$ cat config.mk
export PLATFORM = sky130hd
export DESIGN_NAME = seq_bit_serializer
export DESIGN_NICKNAME = d
export VERILOG_FILES = /design/src/rtl/seq_pkg.sv /design/src/rtl/seq_bit_serializer.sv
export SDC_FILE = /design/constraint.sdc
export NUM_CORES = 1
export LEC_CHECK = 0
export ABC_AREA = 1
export CORE_MARGIN = 3
export CORE_UTILIZATION = 42
export DETAILED_ROUTE_END_ITERATION = 10
export PLACE_DENSITY = 0.66
export SLEW_MARGIN = 0
export SYNTH_ARGS = -nofsm -noshare
export SYNTH_HDL_FRONTEND = slang
export SYNTH_SLANG_ARGS = --single-unit
$ cat constraint.sdc
create_clock -name clk -period 1.4 [get_ports clk]
set_input_delay 0.28 -clock clk [delete_from_list [all_inputs] [get_ports clk]]
set_output_delay 0.28 -clock clk [all_outputs]
set_load 0.03 [all_outputs]
$ cat src/rtl/seq_pkg.sv
// Shared types and helpers for the sequence-detector serial front end.
package seq_pkg;

    typedef enum logic {
        IDLE  = 1'b0,
        SHIFT = 1'b1
    } state_t;

    localparam logic IDLE_BIT_DEFAULT = 1'b0;

    // Bit-counter width for a word of the given size (at least one bit).
    function automatic int unsigned CNT_W(input int unsigned width);
        return (width <= 1) ? 1 : $clog2(width);
    endfunction

endpackage

$ cat src/rtl/seq_bit_serializer.sv
// Parallel-to-serial converter feeding the sequence detector; a one-word hold
// buffer keeps the bit stream gapless across word boundaries.
module seq_bit_serializer
    import seq_pkg::*;
#(
    parameter int unsigned WIDTH     = 8,
    parameter bit          MSB_FIRST = 1'b1,
    parameter bit          IDLE_BIT  = IDLE_BIT_DEFAULT
) (
    input  logic             clk,
    input  logic             rst,
    input  logic [WIDTH-1:0] din,
    input  logic             din_valid,
    output logic             din_ready,
    output logic             x,
    output logic             x_valid,
    output logic             frame_start,
    output logic             frame_last
);

    localparam int unsigned   CW         = CNT_W(WIDTH);
    localparam logic [CW-1:0] LAST_IDX   = CW'(WIDTH - 1);
    localparam logic [CW-1:0] PENULT_IDX = CW'(WIDTH - 2);

    state_t           state_q, state_d;
    logic [CW-1:0]    cnt_q, cnt_d;
    logic [WIDTH-1:0] sreg_q;
    logic [WIDTH-1:0] hold_q;
    logic             hold_full_q, hold_full_d;
    logic             x_q, x_d;
    logic             xv_q, xv_d;
    logic             fs_q, fs_d;
    logic             fl_q, fl_d;

    logic             accept;
    logic             load_din;
    logic             load_hold;
    logic             do_shift;
    logic             hold_wr;

    function automatic logic first_bit(input logic [WIDTH-1:0] w);
        return MSB_FIRST ? w[WIDTH-1] : w[0];
    endfunction

    // Bit that reaches the output end after one shift.
    function automatic logic next_bit(input logic [WIDTH-1:0] w);
        return MSB_FIRST ? w[WIDTH-2] : w[1];
    endfunction

    function automatic logic [WIDTH-1:0] shift_word(input logic [WIDTH-1:0] w);
        return MSB_FIRST ? {w[WIDTH-2:0], 1'b0} : {1'b0, w[WIDTH-1:1]};
    endfunction

    assign din_ready   = !rst && !hold_full_q;
    assign accept      = din_valid && din_ready;
    assign x           = x_q;
    assign x_valid     = xv_q;
    assign frame_start = fs_q;
    assign frame_last  = fl_q;

    // Next-state and registered-output decode.
    always_comb begin
        state_d     = state_q;
        cnt_d       = cnt_q;
        hold_full_d = hold_full_q;
        x_d         = x_q;
        xv_d        = xv_q;
        fs_d        = fs_q;
        fl_d        = fl_q;
        load_din    = 1'b0;
        load_hold   = 1'b0;
        do_shift    = 1'b0;
        hold_wr     = 1'b0;

        case (state_q)
            IDLE: begin
                x_d  = IDLE_BIT;
                xv_d = 1'b0;
                fs_d = 1'b0;
                fl_d = 1'b0;
                if (accept) begin
                    load_din = 1'b1;
                    cnt_d    = '0;
                    x_d      = first_bit(din);
                    xv_d     = 1'b1;
                    fs_d     = 1'b1;
                    state_d  = SHIFT;
                end
            end
            SHIFT: begin
                if (cnt_q != LAST_IDX) begin
                    do_shift = 1'b1;
                    cnt_d    = cnt_q + CW'(1);
                    x_d      = next_bit(sreg_q);
                    fs_d     = 1'b0;
                    fl_d     = (cnt_q == PENULT_IDX);
                    if (accept) begin
                        hold_wr     = 1'b1;
                        hold_full_d = 1'b1;
                    end
                end else if (hold_full_q) begin
                    load_hold   = 1'b1;
                    hold_full_d = 1'b0;
                    cnt_d       = '0;
                    x_d         = first_bit(hold_q);
                    xv_d        = 1'b1;
                    fs_d        = 1'b1;
                    fl_d        = 1'b0;
                end else if (accept) begin
                    // Word arriving exactly on the boundary skips the hold buffer.
                    load_din = 1'b1;
                    cnt_d    = '0;
                    x_d      = first_bit(din);
                    xv_d     = 1'b1;
                    fs_d     = 1'b1;
                    fl_d     = 1'b0;
                end else begin
                    state_d = IDLE;
                    cnt_d   = '0;
                    x_d     = IDLE_BIT;
                    xv_d    = 1'b0;
                    fs_d    = 1'b0;
                    fl_d    = 1'b0;
                end
            end
            default: begin
                state_d = IDLE;
            end
        endcase
    end

    // State, counter and serial output registers.
    always_ff @(posedge clk) begin
        if (rst) begin
            state_q <= IDLE;
            cnt_q   <= '0;
            x_q     <= IDLE_BIT;
            xv_q    <= 1'b0;
            fs_q    <= 1'b0;
            fl_q    <= 1'b0;
        end else begin
            state_q <= state_d;
            cnt_q   <= cnt_d;
            x_q     <= x_d;
            xv_q    <= xv_d;
            fs_q    <= fs_d;
            fl_q    <= fl_d;
        end
    end

    // Shift register holding the word currently on the wire.
    always_ff @(posedge clk) begin
        if (rst) begin
            sreg_q <= '0;
        end else if (load_din) begin
            sreg_q <= din;
        end else if (load_hold) begin
            sreg_q <= hold_q;
        end else if (do_shift) begin
            sreg_q <= shift_word(sreg_q);
        end
    end

    // One-word hold buffer; never overwritten since din_ready drops while full.
    always_ff @(posedge clk) begin
        if (rst) begin
            hold_q      <= '0;
            hold_full_q <= 1'b0;
        end else begin
            if (hold_wr) begin
                hold_q <= din;
            end
            hold_full_q <= hold_full_d;
        end
    end

endmodule

Fig. 1: run 1, gate-type map
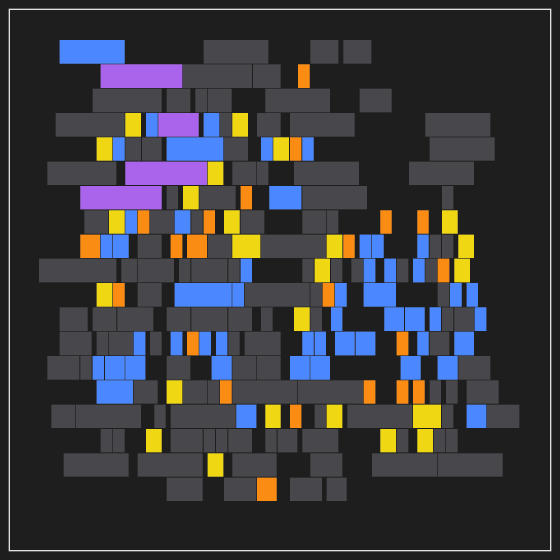
Key: orange = inverters [cells 22]; blue = NAND gates [cells 51]; yellow = inverting AOI/OAI gates [cells 24]; purple = adder and majority cells [cells 4, where top left]

Fig. 2: run 1, register map, names as in the netlist
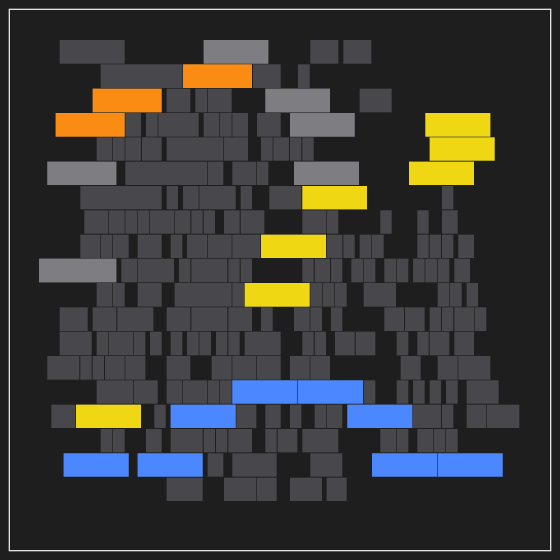
Key: blue = hold_q [sequential cells 8]; orange = cnt_q [sequential cells 3]; yellow = sreg_q [sequential cells 7]
Another 6 sequential cells are not colored.

Fig. 3: run 1, clock routing
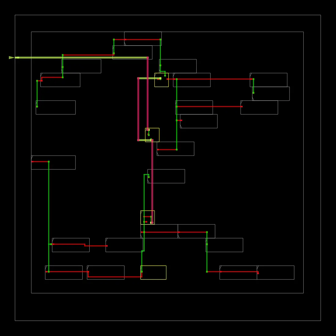
clk ins delay skew pair: 0.32 ns
P_clk: 0.363 mW

==> results.json, run 1 <==
{
  "rr_worst_depth": 9,
  "final_hold_viol_count": 0,
  "fin_skew_ns": 0.0106,
  "ys_ff": 24,
  "min_path_type": "input pin to flop",
  "arrival_ns": 1.61,
  "cp-startpoint": "cnt_q[0]",
  "ys_area_um2": 1240,
  "overflow": 0,
  "first_global_vias": 1103,
  "setup_viol": 0,
  "dieArea_um2": 3650,
  "syn2layout_area_growth_pct": 38.7,
  "endpoint_kind": "flop",
  "period_used_pct": 99.2,
  "ys_cells": 180,
  "startpoint_type": "flop",
  "route.detailed.drc": 0,
  "cts_hold_buf": 0,
  "max_clock_freq_mhz": 720,
  "syn_area_um2": 1240,
  "p_leak_nw": 0.771,
  "core_um2": 2780,
  "via_count": 1269,
  "fp_nets": 195,
  "comb_power_share_pct": 21.5,
  "dp_hpwl_um": 2160,
  "critPathSlowestCell": "dfxtp_2",
  "io_pins": 16,
  "first_pass_iters": 4,
  "root_buffer": "clkbuf_4",
  "switching_share_pct": 28.1,
  "cp.depth": 9,
  "rsz0062_at_grt": "true",
  "h-tree-depth": 1,
  "yosysMostFrequentCell": "nor2_1",
  "final_util_pct": 62.1,
  "ff_type": "dfxtp_1",
  "status": "complete, no violations",
  "endpoint": "sreg_q[5]",
  "die_w_um": 60.4,
  "drt-vias-per-instance": 5.12,
  "chipHeight_um": 60.4,
  "final_nets": 233,
  "numCtsBuffers": 3,
  "seq_power_share_pct": 52.9,
  "slew_violations": 0,
  "clkSlewWorstSetupHoldPaths_ns": 0.13,
  "synth.top_cell.area_share_pct": 38.6
}
[run 1: cells in the final DEF (no fill, tap or decap), types with 5 or more instances in the layout]
master	synthesis	final
buf_6	2	5
dfxtp_1	24	19
o21ai_1	6	9
nor2_1	43	39
a21oi_1	6	5
buf_4	0	20
clkdlybuf4s50_1	0	9
inv_1	21	19
o21ai_0	12	8
nand4_1	14	14
nand2_1	29	28
[run 1: flip-flops by register name, indices dropped and copies added (netlist names)]
register and count:
sreg_q 7, hold_full_q 1, frame_last 1, x 1, cnt_q 3, frame_start 1
x_valid 1, hold_q 8, state_q 1
[run 1: power by group through the flow]
stage                     registers, mW  logic, mW  clock network, mW
after global routing              0.752      0.337              0.409
after detailed placement          0.761      0.267                  0
after global placement            0.758      0.263                  0
after CTS                         0.747      0.276              0.372
final                             0.748      0.304              0.363
after floorplan                   0.763      0.166                  0
[run 1: per-stage QoR]
| step | instances | setup WS, ns | hold slack, ns | cell area, µm² | TNS (ns) |
|---|---|---|---|---|---|
| global route | 248 | -0.0753 | 0.464 | 1730 | -0.701 |
| floorplan | 180 | 0.00785 | 0.415 | 1270 | 0 |
| global placement | 235 | -0.111 | 0.494 | 1530 | -1.84 |
| CTS | 241 | 0.0101 | 0.453 | 1610 | 0 |
| finish | 248 | 0.0106 | 0.459 | 1730 | 0 |
| detailed placement | 235 | -0.140 | 0.495 | 1530 | -2.43 |
[run 1: tightest hold or removal path, stage by stage]
cell	delay [ns]
dlygate4sd2_1	0.25
buf_4	0.18
a21oi_1	0.05
[run 1: how the worst min path moves through the flow]
| stage | end | slack, ns | start | cells past startpoint |
|---|---|---|---|---|
| global placement | sreg_q[1] | 0.49 | sreg_q[1] | 2 |
| finish | hold_full_q | 0.46 | rst | 3 |
| global route | hold_full_q | 0.46 | rst | 3 |
| floorplan | hold_q[0] | 0.41 | din[0] | 2 |
| CTS | hold_full_q | 0.45 | rst | 3 |
| detailed placement | hold_q[6] | 0.49 | hold_q[6] | 2 |
[run 1: cell type report]
| type | instances | area [µm²] |
|---|---|---|
| Timing Repair Buffer | 39 | 342 |
| Tap cell | 31 | 38.8 |
| Clock buffer | 4 | 36.3 |
| Multi-Input combinational cell | 128 | 731 |
| Sequential cell | 24 | 489 |
| Fill cell | 259 | 1050 |
| Inverter | 22 | 90.1 |
[run 1: metal layers]
metal | global-route usage, % | up-vias | wire length (µm)
met4 | 5.57 | 0 | 63
met2 | 29.2 | 21 | 1510
met3 | 2.55 | 8 | 110
met1 | 21.8 | 586 | 1410
met5 | 0 | - | 0
li1 | - | 654 | -
[run 1: logic make-up after synthesis]
| kind of cell | Yosys count | synth area share, % |
|---|---|---|
| simple gates | 98 | 37.1 |
| compound gates | 24 | 9.65 |
| buf+inv | 30 | 10.7 |
| flops | 24 | 38.6 |
| fa+ha+maj | 4 | 4.02 |
[run 1: what timing repair did]
item,in CTS,in global routing
endpoints found under the hold margin,0,0
pin swaps,3,15
gates resized,15,22
cloned,0,2
buffers inserted,2,5
setup endpoints to repair,22,20
--- run 2 (diff from run 1) ---
--- a/config.mk
+++ b/config.mk
@@ -6,10 +6,10 @@
 export NUM_CORES = 1
 export LEC_CHECK = 0
 export ABC_AREA = 1
-export CORE_MARGIN = 3
 export CORE_UTILIZATION = 42
 export DETAILED_ROUTE_END_ITERATION = 10
 export PLACE_DENSITY = 0.66
+export RECOVER_POWER = 100
 export SLEW_MARGIN = 0
 export SYNTH_ARGS = -nofsm -noshare
 export SYNTH_HDL_FRONTEND = slang
Fig. 4: run 2, clock routing
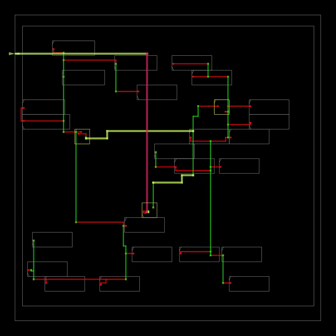
total CTS buffers: 3
Seq cells: 24
clk ins delay skew pair: 0.33 ns

Fig. 5: run 2, gate-type map
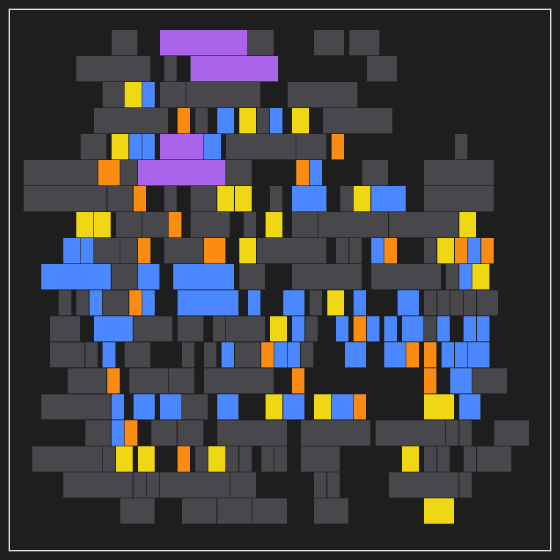
Key: orange = inverters [cells 22]; yellow = inverting AOI/OAI gates [cells 24]; blue = NAND gates [cells 51]; purple = adder and majority cells [cells 4]

==> run 2 against run 1 <==
Effect of this change: die area is 13% lower; sequential power hardly changed; flip-flop count stayed put; non-clock buffer count stayed put; maximum frequency is 0.24% lower; worst hold slack better by 0.071 ns; area after synthesis stayed put; critical path type unchanged.
==> results.json, run 2 <==
{
  "rsz0062_at_grt": "true",
  "route.detailed.drc": 0,
  "core_um2": 2780,
  "dieArea_um2": 3190,
  "syn2layout_area_growth_pct": 36.4,
  "dp_hpwl_um": 2220,
  "p_leak_nw": 0.767,
  "arrival_ns": 1.62,
  "max_clock_freq_mhz": 718,
  "status": "complete, no violations",
  "critPathSlowestCell": "dfxtp_2",
  "clkSlewWorstSetupHoldPaths_ns": 0.13,
  "period_used_pct": 99.5,
  "synth.top_cell.area_share_pct": 38.6,
  "setup_ws_ns": 0.00727,
  "fp_nets": 195,
  "final_nets": 233,
  "mostFrequentLayoutCells": "nor2_1 (42), nand2_1 (28), buf_4 (21)",
  "whs_path_depth": 2,
  "pre_cts_ws_ns": -0.151,
  "min_from": "hold_q[5]",
  "layout_top_cell": "nor2_1",
  "chipHeight_um": 56.4,
  "layout.cells.non_filler": 247,
  "first_pass_iters": 4,
  "setup_viol": 0,
  "largest_register_ffs": 8,
  "holdPathEnd": "hold_q[5]",
  "final_hold_viol_count": 0,
  "ff_type": "dfxtp_1",
  "ys_cells": 180,
  "slew_violations": 0,
  "fin_skew_ns": 0.0108,
  "overflow": 0,
  "first_global_vias": 1270,
  "top_register": "hold_q",
  "startpoint_type": "flop",
  "top_regs": "hold_q: 8 flops, sreg_q: 7 flops, cnt_q: 3 flops",
  "via_count": 1282,
  "rr_worst_depth": 9,
  "h-tree-depth": 1,
  "tns_ns": 0,
  "ys_area_um2": 1240
}
## run 2: stage by stage
stage / instance area, µm² / util, %
6_report: 1700 / 61.0
4_1_cts: 1630 / 58.7
2_1_floorplan: 1270 / -
5_1_grt: 1700 / 61.0
3_5_place_dp: 1530 / 54.9
3_3_place_gp: 1530 / 54.9
## run 2: area by class of cell
type / instances / area (µm²)
multi-input combinational: 128 / 723
fill: 251 / 1080
inverter: 22 / 87.6
sequential: 24 / 489
tap: 31 / 38.8
clock buffer: 3 / 22.5
timing repair buffer: 39 / 337
## run 2: how the worst max path moves through the flow
stage | start | endpoint | slack, ns | cells past startpoint
after floorplan | cnt_q[1] | sreg_q[6] | 0.008 | 9
after global placement | rst | cnt_q[1] | -0.10 | 7
after detailed placement | rst | cnt_q[1] | -0.15 | 7
after CTS | cnt_q[1] | sreg_q[4] | -0.01 | 8
after global routing | cnt_q[1] | sreg_q[4] | -0.08 | 9
final | cnt_q[1] | sreg_q[4] | 0.007 | 9
## run 2: kinds of logic after synthesis
| family | count (synthesis) | synth area share (%) |
|---|---|---|
| DFF | 24 | 38.6 |
| AOI/OAI and AO/OA | 24 | 9.65 |
| adders and majority gates | 4 | 4.02 |
| buffers and inverters | 30 | 10.7 |
| and+or+nand+nor | 98 | 37.1 |
## run 2: report_power, final
| part | internal [mW] | switching, mW |
|---|---|---|
| sequential | 0.720 | 0.0275 |
| clock | 0.101 | 0.208 |
| combinational | 0.134 | 0.164 |
| total | 0.955 | 0.399 |
## run 2: worst max-delay path: cells and delay by family (launching register included)
kind	cells	cell delay, ns
simple gates	5	0.36
flops	1	0.36
fa+ha+maj	2	0.34
buf+inv	2	0.23
## run 2: per-layer routing
layer	up-vias	wire length, µm	GRT usage [%]
li1	658	-	-
met1	606	1430	24.1
met2	16	1630	37.3
met3	2	118	5.07
met4	0	29	10.1
met5	-	0	0
## run 2: what timing repair did
item	in CTS	in global routing
buffers inserted	5	2
pin swaps	5	11
endpoints found under the setup margin	23	14
gates cloned	0	2
resized	19	13
hold buffers	0	0
No activity file was given, so power comes from the tool's default toggle rates.
